`src/rtl/trans_feeder.sv`:
```
// Purpose: packs a byte stream into 128-bit transaction words, queues them and feeds the validator.
// Latency: 16th byte at edge N -> valid_o high after edge N+1 (FIFO empty, FSM idle).
// Backpressure: byte_ready_o drops only for the 16th byte of a word while the FIFO is full.
module trans_feeder #(
    parameter int DEPTH        = 4,
    parameter int IDLE_TIMEOUT = 1000
) (
    input  logic         clk,
    input  logic         rst,
    input  logic [7:0]   byte_i,
    input  logic         byte_valid_i,
    output logic         byte_ready_o,
    input  logic         block_start_i,
    output logic [127:0] data_o,
    output logic         valid_o,
    input  logic         ack_i,
    output logic [15:0]  sent_count_o,
    output logic         drop_o
);

    localparam int AW = (DEPTH > 1) ? $clog2(DEPTH) : 1;
    localparam int CW = AW + 1;
    localparam int IW = $clog2(IDLE_TIMEOUT + 1);

    typedef struct packed {
        logic [47:0] sender;
        logic [47:0] receiver;
        logic [21:0] amount;
        logic        block_start;
        logic [8:0]  rsvd;
    } txn_t;

    typedef enum logic [1:0] {
        S_IDLE,
        S_PRESENT,
        S_GAP
    } state_t;

    state_t         state;
    logic [3:0]     byte_cnt;
    logic [119:0]   shift_q;
    logic [IW-1:0]  idle_cnt;
    logic           bs_pending;

    logic [127:0]   mem [DEPTH];
    logic [AW-1:0]  wr_ptr;
    logic [AW-1:0]  rd_ptr;
    logic [CW-1:0]  fifo_cnt;

    logic           fifo_full;
    logic           fifo_empty;
    logic           byte_acc;
    logic           fifo_wr;
    logic           fifo_pop;
    txn_t           wr_word;

    assign fifo_full    = (fifo_cnt == CW'(DEPTH));
    assign fifo_empty   = (fifo_cnt == '0);
    // Full check uses pre-pop occupancy so ready never depends on ack_i.
    assign byte_ready_o = !(fifo_full && (byte_cnt == 4'd15));
    assign byte_acc     = byte_valid_i && byte_ready_o;
    assign fifo_wr      = byte_acc && (byte_cnt == 4'd15);
    assign fifo_pop     = (state == S_PRESENT) && ack_i;

    always_comb begin
        wr_word = txn_t'({shift_q, byte_i});
        wr_word.block_start = wr_word.block_start | bs_pending | block_start_i;
    end

    always_ff @(posedge clk) begin
        if (fifo_wr) begin
            mem[wr_ptr] <= wr_word;
        end
    end

    always_ff @(posedge clk) begin
        if (rst) begin
            byte_cnt     <= 4'd0;
            shift_q      <= '0;
            idle_cnt     <= '0;
            bs_pending   <= 1'b1;
            drop_o       <= 1'b0;
            wr_ptr       <= '0;
            rd_ptr       <= '0;
            fifo_cnt     <= '0;
            state        <= S_IDLE;
            data_o       <= '0;
            valid_o      <= 1'b0;
            sent_count_o <= 16'd0;
        end else begin
            if (byte_acc) begin
                idle_cnt <= '0;
                if (byte_cnt == 4'd15) begin
                    byte_cnt <= 4'd0;
                end else begin
                    byte_cnt <= byte_cnt + 4'd1;
                    shift_q  <= {shift_q[111:0], byte_i};
                end
            end else if (byte_cnt != 4'd0) begin
                // Stalled partial word: drop it once the idle budget is spent.
                if (idle_cnt == IW'(IDLE_TIMEOUT - 1)) begin
                    byte_cnt <= 4'd0;
                    idle_cnt <= '0;
                    drop_o   <= 1'b1;
                end else begin
                    idle_cnt <= idle_cnt + IW'(1);
                end
            end else begin
                idle_cnt <= '0;
            end

            if (fifo_wr) begin
                bs_pending <= 1'b0;
            end else if (block_start_i) begin
                bs_pending <= 1'b1;
            end

            if (fifo_wr) begin
                wr_ptr <= wr_ptr + AW'(1);
            end
            if (fifo_pop) begin
                rd_ptr <= rd_ptr + AW'(1);
            end
            if (fifo_wr && !fifo_pop) begin
                fifo_cnt <= fifo_cnt + CW'(1);
            end else if (fifo_pop && !fifo_wr) begin
                fifo_cnt <= fifo_cnt - CW'(1);
            end

            case (state)
                S_IDLE: begin
                    if (!fifo_empty) begin
                        data_o  <= mem[rd_ptr];
                        valid_o <= 1'b1;
                        state   <= S_PRESENT;
                    end
                end
                S_PRESENT: begin
                    if (ack_i) begin
                        sent_count_o <= sent_count_o + 16'd1;
                        valid_o      <= 1'b0;
                        state        <= S_GAP;
                    end
                end
                S_GAP: begin
                    state <= S_IDLE;
                end
                default: begin
                    valid_o <= 1'b0;
                    state   <= S_IDLE;
                end
            endcase
        end
    end

endmodule
```
`config.mk`:
```
export PLATFORM = sky130hd
export DESIGN_NAME = trans_feeder
export DESIGN_NICKNAME = d
export VERILOG_FILES = /design/src/rtl/trans_feeder.sv
export SDC_FILE = /design/constraint.sdc
export NUM_CORES = 1
export LEC_CHECK = 0
export ABC_CLOCK_PERIOD_IN_PS = 10100
export CORE_ASPECT_RATIO = 0.5
export CORE_UTILIZATION = 52
export DETAILED_ROUTE_END_ITERATION = 6
export PLACE_DENSITY = 0.71
export SYNTH_ARGS = -nofsm -noshare
export SYNTH_HDL_FRONTEND = slang
export SYNTH_SLANG_ARGS = --single-unit
export TNS_END_PERCENT = 20
```
`constraint.sdc`:
```
create_clock -name clk -period 10.1 [get_ports clk]
set_clock_uncertainty 0.2 [all_clocks]
set_input_delay 3.03 -clock clk [delete_from_list [all_inputs] [get_ports clk]]
set_output_delay 3.03 -clock clk [all_outputs]
set_load 0.1 [all_outputs]
```
Fig. 1: wiring by layer
(2 px per µm) Only two layers are drawn.
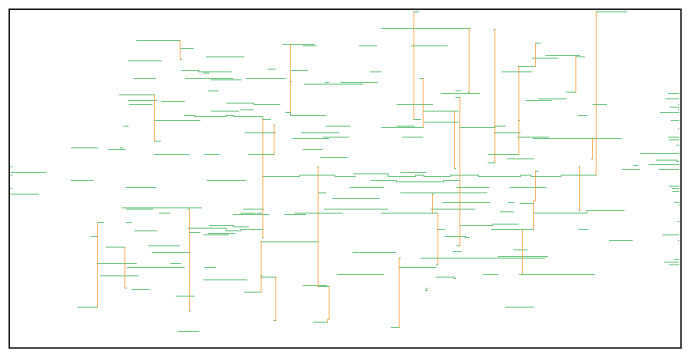
colour	layer	wire length
orange	metal 4	969 µm
green	metal 3	2630 µm

Fig. 2: congestion heat map
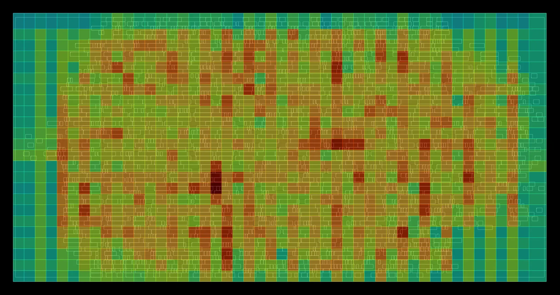
met2 global-route usage: 0.340
Avg WL per Cell: 19.6 µm
GR Util met1: 0.286

Fig. 3: met1 routing
(2 px per µm) Supply wires on this layer in grey. Cells faint in the background.
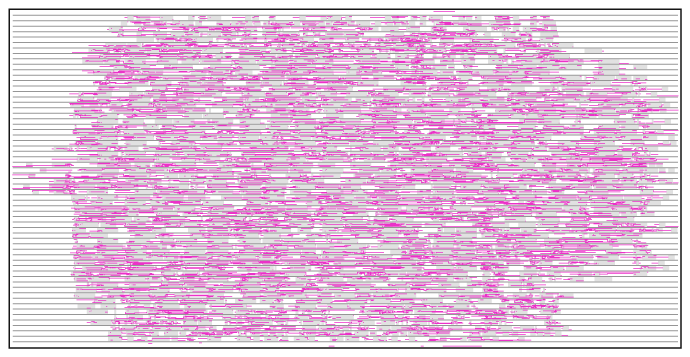
longest straight run	49.7 µm
nets with wire on the layer	2022
main direction	horizontal
wire length on this layer	25.3 mm

==> run notes <==
run results: status completed, slew margin rel. 0.191, Placed Cells 2769, Log Warnings 38, initial antenna violation count 0, Final setup viols 0, largest net degree at the start of global routing 129, CTS sink count 802, Final Slew Violations 0, crit path launch byte_cnt[0], Basic Gates by Area 0.0842, dominant register cell edfxtp_1, Unique cell types 51, cell type with the largest total area edfxtp_1, # Cells Yosys 1967, Detailed Route Iter0 Violations 1260, Nets at Floorplan 1990, 1st-pass router iterations 5, DIE WIDTH 335 µm, Post-CTS Hold Buffers 0, family with the most delay on the worst path buffers and inverters, Pwr Density 208 nW/µm², Slew @ Worst Pin 1.21 ns, post-synthesis compound-gate area fraction 0.0488, crit path cell chain ha_1 -> nand3_2 -> or4_1 -> clkdlybuf4s50_1, CP required 6.87 ns, crit path max fanout 5, Mux area share 0.102, count of library flops with an enable pin 512, Clock Pin Slew Worst Setup and Hold Paths 0.07 ns, synthesized cell area 28900 µm², most numerous logic cell after layout edfxtp_1, core area 54300 µm², CP max stage delay 1.00 ns, fin crit share 0.609, ANT nets after route 0, Worst R2R Start byte_cnt[0], post-CTS setup buffer count 0, clk buf depth 3, post-CTS sizing 0
Fig. 4: met4 routing
(2 px per µm) Supply wires on this layer in grey.
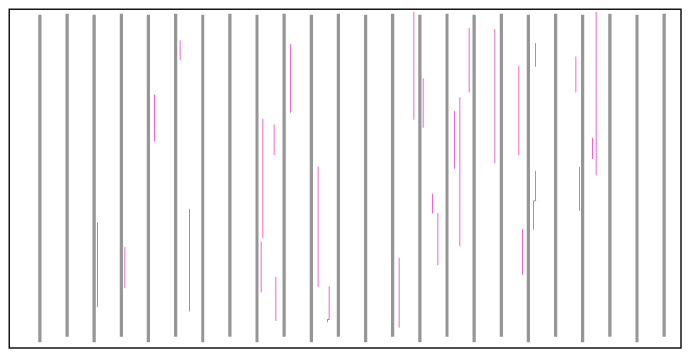
main direction	vertical
wire length on this layer	969 µm
nets with wire on the layer	15
longest straight run	81.6 µm
routed wire length: 56800 µm
routed vias: 15900

Fig. 5: register map, names as in the netlist
(2 px per µm) Other sequential cells in the stronger grey, the rest of the logic in the fainter grey.
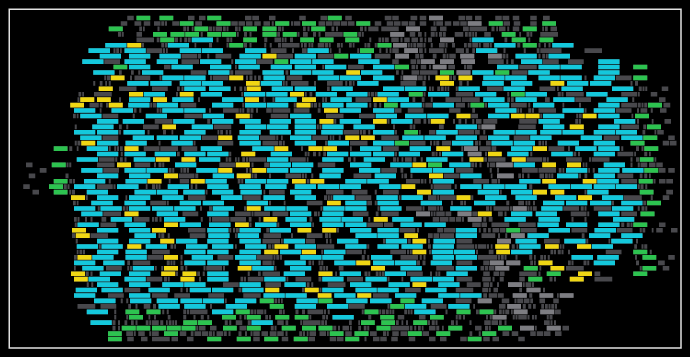
colour	signal	placed flops
green	data_o	128
cyan	mem	512
yellow	shift_q	120
not coloured	42

==> power breakdown <==
group	internal, µW	switching (µW)	leakage, µW
registers	3510	49.0	0.00725
logic	185	622	0.00223
clock network	1390	1150	0.00105
total	5080	1820	0.0105
==> sequential cells by signal, summed over array words and instances (netlist names) <==
register,count
drop_o,1
mem,512
bs_pending,1
valid_o,1
state,2
shift_q,120
idle_cnt,10
byte_cnt,4
sent_count_o,16
fifo_cnt,3
wr_ptr,2
rd_ptr,2
data_o,128
==> cells in the mapped netlist (2+ instances only) <==
master	number
nand3_1	14
edfxtp_1	512
clkbuf_1	47
xnor2_1	17
ha_1	9
nor4_1	4
xor2_1	6
and2_1	5
o21ai_0	2
nand3_2	2
a311oi_1	2
nor2_1	41
buf_1	10
or3_1	5
buf_4	5
nand4_1	2
buf_2	54
nor2b_1	2
mux4_2	128
nor3_1	8
nand2b_1	2
mux2i_1	3
inv_1	13
dfxtp_1	290
a21oi_1	255
nand2_1	504
==> through the flow <==
stage | worst slack [ns] | power, µW | utilization | cell area, µm² | hold WS (ns)
after floorplan | 2.97 | 4250 | - | 28900 | 0.241
final | 3.95 | 6900 | 0.611 | 33200 | 0.252
after global routing | 3.84 | 7130 | 0.611 | 33200 | 0.277
after global placement | 3.68 | 4440 | 0.572 | 31100 | 0.242
after detailed placement | 3.64 | 4450 | 0.572 | 31100 | 0.246
after CTS | 3.90 | 6960 | 0.611 | 33200 | 0.255
==> path summary, 6_finish.rpt <==
kind / end / slack, ns / depth (start not counted)
min reg2reg: data_o[85] / 0.25 / 2
max reg2reg: mem[1][67] / 6.65 / 5
min: data_o[85] / 0.25 / 2
max: byte_ready_o / 3.95 / 4
==> cell type report <==
| type | count | area (µm²) |
|---|---|---|
| Timing Repair Buffer | 174 | 1730 |
| Multi-Input combinational cell | 1036 | 7150 |
| Clock inverter | 24 | 171 |
| Sequential cell | 802 | 21200 |
| Fill cell | 3959 | 21100 |
| Clock buffer | 103 | 1970 |
| Inverter | 13 | 48.8 |
| Tap cell | 744 | 931 |
==> cells by family after synthesis <==
family,after synthesis
xor+xnor,23
mux,133
flops,802
fa+ha+maj,10
compound gates,269
buf+inv,129
simple gates,601
==> worst min-delay path, stage by stage, from the launching register on <==
cell     delay, ns
dfxtp_1       0.31
nand2_1       0.05
a21oi_1       0.05
==> routing by layer <==
layer	up-vias	track usage
met1	8101	0.286
met2	362	0.340
met3	78	0.0345
met4	0	0.0467
li1	7389	-
met5	-	0
Power figures rest on the tool's default switching activity, not on a simulated workload.
